## src/rtl/mem_arbiter.sv

```systemverilog
// Two-port round-robin arbiter in front of a single memory unit.
// Each port holds one latched request; the granted one is issued, awaited, and answered.
`ifndef MEMORY_ADDR_WIDTH
`define MEMORY_ADDR_WIDTH 10
`endif
`ifndef MEMORY_DATA_WIDTH
`define MEMORY_DATA_WIDTH 16
`endif
`ifndef GET_CONTENTS
`define GET_CONTENTS 2'b01
`endif
`ifndef SET_CONTENTS
`define SET_CONTENTS 2'b10
`endif

module mem_arbiter #(
  parameter int TIMEOUT = 255
) (
  input  logic                          clk,
  input  logic                          rst,
  input  logic                          req_execute_0,
  input  logic [`MEMORY_ADDR_WIDTH-1:0] req_address_0,
  input  logic [1:0]                    req_func_0,
  input  logic [`MEMORY_DATA_WIDTH-1:0] req_write_data_0,
  input  logic                          req_execute_1,
  input  logic [`MEMORY_ADDR_WIDTH-1:0] req_address_1,
  input  logic [1:0]                    req_func_1,
  input  logic [`MEMORY_DATA_WIDTH-1:0] req_write_data_1,
  output logic                          ready_0,
  output logic [`MEMORY_DATA_WIDTH-1:0] read_data_0,
  output logic                          ready_1,
  output logic [`MEMORY_DATA_WIDTH-1:0] read_data_1,
  output logic                          mem_execute,
  output logic [`MEMORY_ADDR_WIDTH-1:0] mem_address,
  output logic [1:0]                    mem_func,
  output logic [`MEMORY_DATA_WIDTH-1:0] mem_write_data,
  input  logic                          mem_ready,
  input  logic [`MEMORY_DATA_WIDTH-1:0] mem_read_data,
  output logic                          grant,
  output logic                          busy,
  output logic                          overrun_0,
  output logic                          overrun_1,
  output logic                          timeout_err
);

  localparam int AW = `MEMORY_ADDR_WIDTH;
  localparam int DW = `MEMORY_DATA_WIDTH;
  localparam int CW = (TIMEOUT < 2) ? 1 : $clog2(TIMEOUT + 1);
  localparam logic PORT_TRAVERSAL = 1'b0;
  localparam logic PORT_EXECUTE   = 1'b1;

  typedef enum logic [1:0] {IDLE = 2'd0, ISSUE = 2'd1, WAIT = 2'd2} state_t;

  state_t          state_q, state_d;
  logic [1:0]      pend_q, pend_d;
  logic [AW-1:0]   addr_q [2];
  logic [AW-1:0]   addr_d [2];
  logic [1:0]      func_q [2];
  logic [1:0]      func_d [2];
  logic [DW-1:0]   wdat_q [2];
  logic [DW-1:0]   wdat_d [2];
  logic [DW-1:0]   rdat_q [2];
  logic [DW-1:0]   rdat_d [2];
  logic            last_grant_q, last_grant_d;
  logic            grant_q, grant_d;
  logic            busy_q, busy_d;
  logic            mem_exec_q, mem_exec_d;
  logic [AW-1:0]   mem_addr_q, mem_addr_d;
  logic [1:0]      mem_func_q, mem_func_d;
  logic [DW-1:0]   mem_wdata_q, mem_wdata_d;
  logic [1:0]      ready_q, ready_d;
  logic [1:0]      ovr_q, ovr_d;
  logic            tmo_q, tmo_d;
  logic [CW-1:0]   cnt_q, cnt_d;

  logic [1:0]      req_s;
  logic [AW-1:0]   in_addr_s [2];
  logic [1:0]      in_func_s [2];
  logic [DW-1:0]   in_wdat_s [2];
  logic [1:0]      done_s;
  logic            win_s;
  logic [CW-1:0]   cnt_inc_s;

  assign req_s        = {req_execute_1, req_execute_0};
  assign in_addr_s[0] = req_address_0;
  assign in_addr_s[1] = req_address_1;
  assign in_func_s[0] = req_func_0;
  assign in_func_s[1] = req_func_1;
  assign in_wdat_s[0] = req_write_data_0;
  assign in_wdat_s[1] = req_write_data_1;

  // Arbitration, memory handshake, completion and request capture.
  always_comb begin
    state_d      = state_q;
    pend_d       = pend_q;
    addr_d       = addr_q;
    func_d       = func_q;
    wdat_d       = wdat_q;
    rdat_d       = rdat_q;
    last_grant_d = last_grant_q;
    grant_d      = grant_q;
    busy_d       = busy_q;
    mem_exec_d   = mem_exec_q;
    mem_addr_d   = mem_addr_q;
    mem_func_d   = mem_func_q;
    mem_wdata_d  = mem_wdata_q;
    ready_d      = 2'b00;
    ovr_d        = ovr_q;
    tmo_d        = tmo_q;
    cnt_d        = cnt_q;
    done_s       = 2'b00;
    cnt_inc_s    = cnt_q + CW'(1);

    if (pend_q == 2'b11) begin
      win_s = ~last_grant_q;
    end else if (pend_q[1]) begin
      win_s = PORT_EXECUTE;
    end else begin
      win_s = PORT_TRAVERSAL;
    end

    case (state_q)
      IDLE: begin
        if (pend_q != 2'b00) begin
          mem_exec_d  = 1'b1;
          mem_addr_d  = addr_q[win_s];
          mem_func_d  = func_q[win_s];
          mem_wdata_d = wdat_q[win_s];
          grant_d     = win_s;
          busy_d      = 1'b1;
          state_d     = ISSUE;
        end else begin
          mem_exec_d  = 1'b0;
        end
      end
      ISSUE: begin
        mem_exec_d = 1'b0;
        mem_func_d = 2'b00;
        cnt_d      = '0;
        state_d    = WAIT;
      end
      WAIT: begin
        // The access is abandoned once TIMEOUT consecutive WAIT cycles pass without mem_ready.
        if (mem_ready) begin
          done_s[grant_q] = 1'b1;
          rdat_d[grant_q] = mem_read_data;
        end else if (cnt_inc_s == CW'(TIMEOUT)) begin
          done_s[grant_q] = 1'b1;
          rdat_d[grant_q] = '0;
          tmo_d           = 1'b1;
        end else begin
          cnt_d = cnt_inc_s;
        end
        if (done_s != 2'b00) begin
          ready_d[grant_q] = 1'b1;
          pend_d[grant_q]  = 1'b0;
          last_grant_d     = grant_q;
          busy_d           = 1'b0;
          state_d          = IDLE;
        end else begin
          state_d = WAIT;
        end
      end
      default: begin
        state_d = IDLE;
      end
    endcase

    // A strobe landing on its own port's completion edge is kept: capture overrides the clear.
    for (int p = 0; p < 2; p++) begin
      if (req_s[p] && (!pend_q[p] || done_s[p])) begin
        pend_d[p] = 1'b1;
        addr_d[p] = in_addr_s[p];
        func_d[p] = in_func_s[p];
        wdat_d[p] = in_wdat_s[p];
      end else if (req_s[p]) begin
        ovr_d[p] = 1'b1;
      end else begin
        ovr_d[p] = ovr_d[p];
      end
    end
  end

  // State and output registers with asynchronous active-low reset.
  always_ff @(posedge clk or negedge rst) begin
    if (!rst) begin
      state_q      <= IDLE;
      pend_q       <= 2'b00;
      addr_q       <= '{default: '0};
      func_q       <= '{default: '0};
      wdat_q       <= '{default: '0};
      rdat_q       <= '{default: '0};
      last_grant_q <= 1'b1;
      grant_q      <= 1'b0;
      busy_q       <= 1'b0;
      mem_exec_q   <= 1'b0;
      mem_addr_q   <= '0;
      mem_func_q   <= 2'b00;
      mem_wdata_q  <= '0;
      ready_q      <= 2'b00;
      ovr_q        <= 2'b00;
      tmo_q        <= 1'b0;
      cnt_q        <= '0;
    end else begin
      state_q      <= state_d;
      pend_q       <= pend_d;
      addr_q       <= addr_d;
      func_q       <= func_d;
      wdat_q       <= wdat_d;
      rdat_q       <= rdat_d;
      last_grant_q <= last_grant_d;
      grant_q      <= grant_d;
      busy_q       <= busy_d;
      mem_exec_q   <= mem_exec_d;
      mem_addr_q   <= mem_addr_d;
      mem_func_q   <= mem_func_d;
      mem_wdata_q  <= mem_wdata_d;
      ready_q      <= ready_d;
      ovr_q        <= ovr_d;
      tmo_q        <= tmo_d;
      cnt_q        <= cnt_d;
    end
  end

  assign ready_0        = ready_q[0];
  assign ready_1        = ready_q[1];
  assign read_data_0    = rdat_q[0];
  assign read_data_1    = rdat_q[1];
  assign mem_execute    = mem_exec_q;
  assign mem_address    = mem_addr_q;
  assign mem_func       = mem_func_q;
  assign mem_write_data = mem_wdata_q;
  assign grant          = grant_q;
  assign busy           = busy_q;
  assign overrun_0      = ovr_q[0];
  assign overrun_1      = ovr_q[1];
  assign timeout_err    = tmo_q;

endmodule

```

## config.mk

```make
export PLATFORM = sky130hd
export DESIGN_NAME = mem_arbiter
export DESIGN_NICKNAME = d
export VERILOG_FILES = /design/src/rtl/mem_arbiter.sv
export SDC_FILE = /design/constraint.sdc
export NUM_CORES = 1
export LEC_CHECK = 0
export CAP_MARGIN = 10
export CELL_PAD_IN_SITES_DETAIL_PLACEMENT = 1
export CELL_PAD_IN_SITES_GLOBAL_PLACEMENT = 2
export CORE_UTILIZATION = 30
export DETAILED_ROUTE_END_ITERATION = 8
export GPL_TIMING_DRIVEN = 0
export PLACE_DENSITY = 0.81
export SYNTH_ARGS = -nofsm -noshare
export SYNTH_HDL_FRONTEND = slang
export SYNTH_SLANG_ARGS = --single-unit
export TNS_END_PERCENT = 50
```

## constraint.sdc

```tcl
create_clock -name clk -period 2.6 [get_ports clk]
set_clock_uncertainty 0.15 [all_clocks]
set_input_delay 0.65 -clock clk [delete_from_list [all_inputs] [get_ports clk]]
set_output_delay 0.65 -clock clk [all_outputs]
set_load 0.1 [all_outputs]
```

run_1/floorplan.png
Bar = 50 µm. Pins as bars on the die edge.
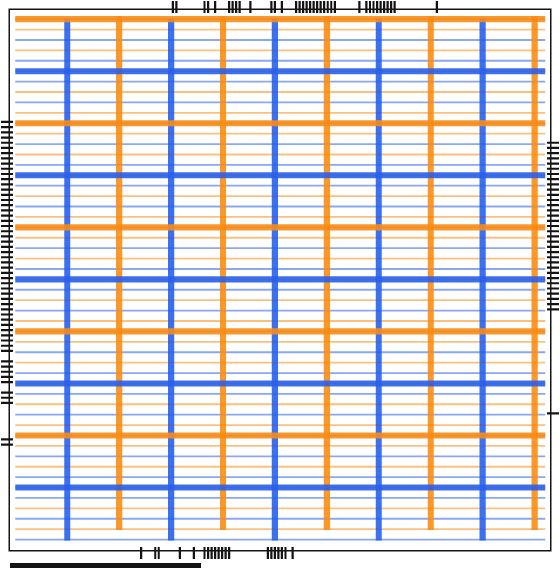
Key: orange = VDD; blue = VSS
145 signal pins sit on the boundary. The core has 50 rows. 51 met1 rails follow the rows.
Die Span X: 141 µm
die height: 141 µm

run_1/class_map.png
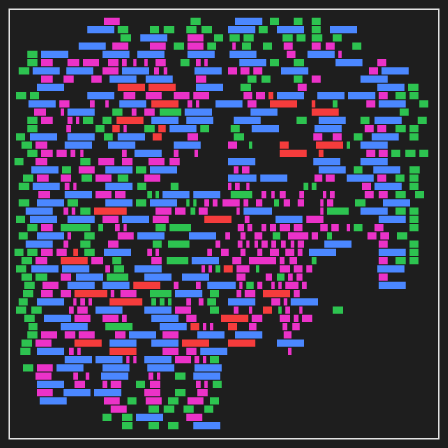
Key: green = remaining buffers and delay cells [cells 178, share of their area 21%]; red = clock drivers and dummy loads [cells 32, share of their area 7.6%]; magenta = remaining logic cells [cells 272, share of their area 28%]; blue = registers [cells 137, share of their area 43%]
Core Rows: 50
post-route cell area: 8290 µm²
final cell utilization of the core: 44.0%

==> run_results.csv, run 1 <==
group,metric,value,unit
outcome,status,"finished clean",
logic_synthesis,top_logic_kind,"multiplexers",
logic_synthesis,numSynthFlops,137,
cells_and_area,n_antenna_cell,0,
clock_tree,cts_tree,"done",
drt,wl_met3,1170,µm
cells_and_area,largest_register_ffs,32,
die,io_pins,145,
placed_design,place_ws,-0.469,ns
logic_synthesis,ys_sh_xor,0,%
grt,grt_max_degree,102,
worst_setup_path,worstPathCellList,"ha_4, or2b_1, o21ai_1, a31oi_2, or2_4, o21ai_4, buf_12, buf_12, mux2_4",
min_path,min-delay-start,"ovr_q[0]",
die,taps,260,
logic_synthesis,synth.most_common_cell,"dfrtp_1",
grt,grt_pass1_vias,4601,
worst_setup_path,worstReg2RegEnd,"wdat_q[15]",
worst_setup_path,path_class,"reg2reg",
sta,post-route-min-period,2.53,ns
worst_setup_path,critical_path.endpoint,"wdat_q[15]",
placed_design,place_congestion,0.733,
grt,gr-max-usage-layer,"met2",
grt,grt_overflow,0,
cells_and_area,layout-drive-gt1-share,20.7,%
logic_synthesis,synthTopCellsByCount,"136 x dfrtp_1, 43 x o21ai_0, 40 x mux2_4, 35 x nand2_1",
cells_and_area,nets,685,
cells_and_area,sh_seq_area,41.4,%
cells_and_area,dominant_cells,"registers",
logic_synthesis,syn_area,5810,µm²
sta,slew_headroom,31.8,%
cells_and_area,syn_to_final_growth,42.8,%
cells_and_area,multiInputCombCellCount,263,
placed_design,dpl_cell_area,7600,µm²
logic_synthesis,yosys_cells,434,
logic_synthesis,area_leaders,"dfrtp_1 59%, mux2_4 10%, mux2i_1 5.7%",
clock_tree,numCtsBuffers,17,
worst_setup_path,crit_fanout,10,
worst_setup_path,reg2reg_from,"cnt_q[0]",
drt,top_layer_used,"met4",
run,max-cap-violations,0,
cells_and_area,fillers,1966,
worst_setup_path,cp_data_arrival_time,2.68,ns
placed_design,port_buffers,144,
logic_synthesis,fp_nets,513,
cells_and_area,bufAreaShareNonClock,20.4,%
clock_tree,clkSlewWorstSetupHoldPaths,0.06,ns
sta,holdWs,0.312,ns
worst_setup_path,required,2.75,ns
die,initCoreUtil,30.8,%
drt,wl_met2,7900,µm
drt,vias_per_cell,4.71,
cells_and_area,final_common_cell,"dfrtp_1",
logic_synthesis,ys.flop_type,"dfrtp_1",
worst_setup_path,crit_start,"cnt_q[0]",
cells_and_area,top_register,"wdat_q",
cells_and_area,fin_cells,879,
sta,final-hold-violation-count,0,
logic_synthesis,yosys_warnings,0,
die,coreArea,18800,µm²
run,warnings,29,
logic_synthesis,synth_area_leader_cell,"dfrtp_1",
placed_design,placedCellCount,839,
grt,grt_util_met1,19.7,%
cells_and_area,top_regs,"wdat_q (32), addr_q (20)",
worst_setup_path,rr_worst_depth,9,
clock_tree,cts_root_buffer,"clkbuf_16",
worst_setup_path,start_kind,"register",
worst_setup_path,r2r_setup_slack,0.07,ns
clock_tree,post-cts-setup-buffers,4,
worst_setup_path,max_stage_delay,0.43,ns
worst_setup_path,critPathMostFrequentCell,"buf_12",
sta,setup_viol,0,
cells_and_area,final_cell_mix,"134 x dfrtp_1, 75 x clkdlybuf4s50_1, 67 x dlygate4sd2_1",
logic_synthesis,adder_share,0.431,%
sta,fmax,395,MHz
drt,first_iter_violations,195,
sta,tns,0,ns
sta,worst_slack,0.0707,ns
logic_synthesis,avgSynthCellArea,13.4,µm²
sta,maxSlewViolCount,0,
die,dieArea,19900,µm²
run_1/clock_wires.png
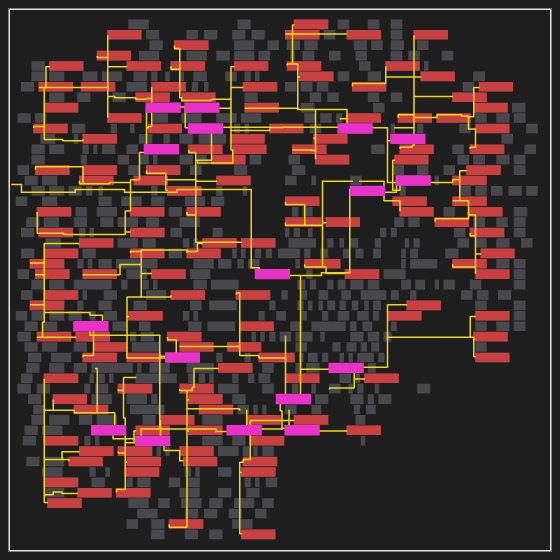
Key: yellow = clock wires [length 1790 µm]; red = flip-flops [count 137]; magenta = clock-net drivers [count 17]
There are 18 routed clock nets. Position of the flops: spread over the die.
Late-Pin Clk Latency: 0.41 ns

run_1/layers.png
Bar = 50 µm.
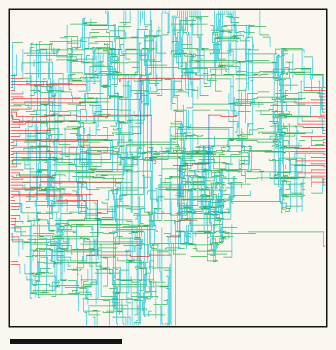
Key: cyan = M2 [wire length 7900 µm]; red = M3 [wire length 1170 µm]; green = M1 [wire length 6740 µm]; blue = M4 [wire length 124 µm]
post-DR wirelength/cell: 18.1 µm
Vias: 4140
Routed WL: 15900 µm
overall routing resource usage: 16.6%

## Run 2: what changed since run 1
- RECOVER_POWER: not set -> 50
run_2/clock_wires.png
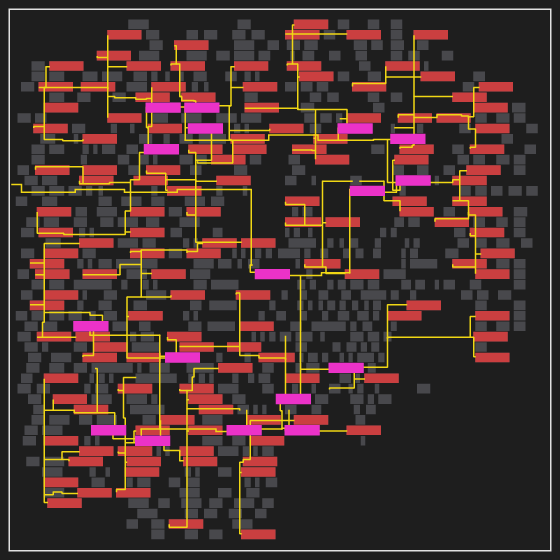

run_2/congestion_map.png
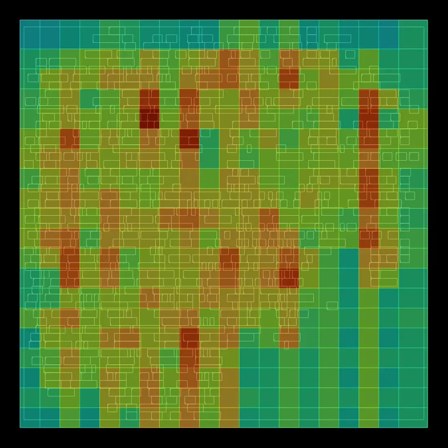
most used routing layer: met2
final cell utilization of the core: 44.0%
GR Util met2: 28.2%

==> run_results.csv, run 2 <==
group,metric,value,unit
logic_synthesis,yosys_cells,434,
die,dieWidth,141,µm
clock_tree,clkSlewWorstSetupHoldPaths,0.06,ns
cells_and_area,n_antenna_cell,0,
logic_synthesis,yosys_warnings,0,
drt,wl_met3,1180,µm
clock_tree,numCtsBuffers,17,
sta,holdWs,0.312,ns
cells_and_area,fin_cells,879,
worst_setup_path,max_stage_delay,0.43,ns
logic_synthesis,synth.most_common_cell,"dfrtp_1",
grt,grt_pass1_vias,4601,
sta,setup_viol,0,
placed_design,port_buffers,144,
min_path,min-delay-start,"ovr_q[0]",
die,initCoreUtil,30.8,%
cells_and_area,syn_to_final_growth,42.7,%
run,warnings,29,
cells_and_area,nets,685,
cells_and_area,largest_register_ffs,32,
worst_setup_path,reg2reg_from,"cnt_q[0]",
logic_synthesis,synthTopCellsByCount,"136 x dfrtp_1, 43 x o21ai_0, 40 x mux2_4, 35 x nand2_1",
die,taps,260,
sta,final-hold-violation-count,0,
worst_setup_path,worstReg2RegEnd,"wdat_q[15]",
run,max-cap-violations,0,
outcome,status,"finished clean",
cells_and_area,multiInputCombCellCount,263,
drt,first_iter_violations,195,
worst_setup_path,path_class,"reg2reg",
drt,wl_met2,7910,µm
cells_and_area,layout-drive-gt1-share,20.5,%
sta,slew_headroom,31.8,%
worst_setup_path,r2r_setup_slack,0.07,ns
grt,grt_use_total,16.6,%
placed_design,place_ws,-0.469,ns
logic_synthesis,syn_area,5810,µm²
die,dieArea,19900,µm²
cells_and_area,sh_seq_area,41.4,%
sta,worst_slack,0.0705,ns
worst_setup_path,rr_worst_depth,9,
sta,maxSlewViolCount,0,
logic_synthesis,adder_share,0.431,%
die,io_pins,145,
placed_design,place_congestion,0.733,
worst_setup_path,worstPathCellList,"ha_4, or2b_1, o21ai_1, a31oi_2, or2_4, o21ai_4, buf_12, buf_12, mux2_4",
clock_tree,cts_root_buffer,"clkbuf_16",
logic_synthesis,ys.flop_type,"dfrtp_1",
clock_tree,cts_tree,"done",
cells_and_area,top_regs,"wdat_q (32), addr_q (20)",
cells_and_area,dominant_cells,"registers",
logic_synthesis,ys_sh_xor,0,%
grt,grt_max_degree,102,
clock_tree,post-cts-setup-buffers,4,
drt,vias,4143,
cells_and_area,bufAreaShareNonClock,20.3,%
cells_and_area,finalInstanceArea,8280,µm²
logic_synthesis,top_logic_kind,"multiplexers",
worst_setup_path,critPathMostFrequentCell,"buf_12",
drt,vias_per_cell,4.71,
logic_synthesis,synth_area_leader_cell,"dfrtp_1",
logic_synthesis,fp_nets,513,
logic_synthesis,numSynthFlops,137,
placed_design,placedCellCount,839,
cells_and_area,final_common_cell,"dfrtp_1",
sta,tns,0,ns
worst_setup_path,required,2.75,ns
drt,drt_wl_total,15900,µm
cells_and_area,final_cell_mix,"134 x dfrtp_1, 74 x clkdlybuf4s50_1, 67 x dlygate4sd2_1",
worst_setup_path,cp_data_arrival_time,2.68,ns
cells_and_area,top_register,"wdat_q",
logic_synthesis,area_leaders,"dfrtp_1 59%, mux2_4 10%, mux2i_1 5.7%",
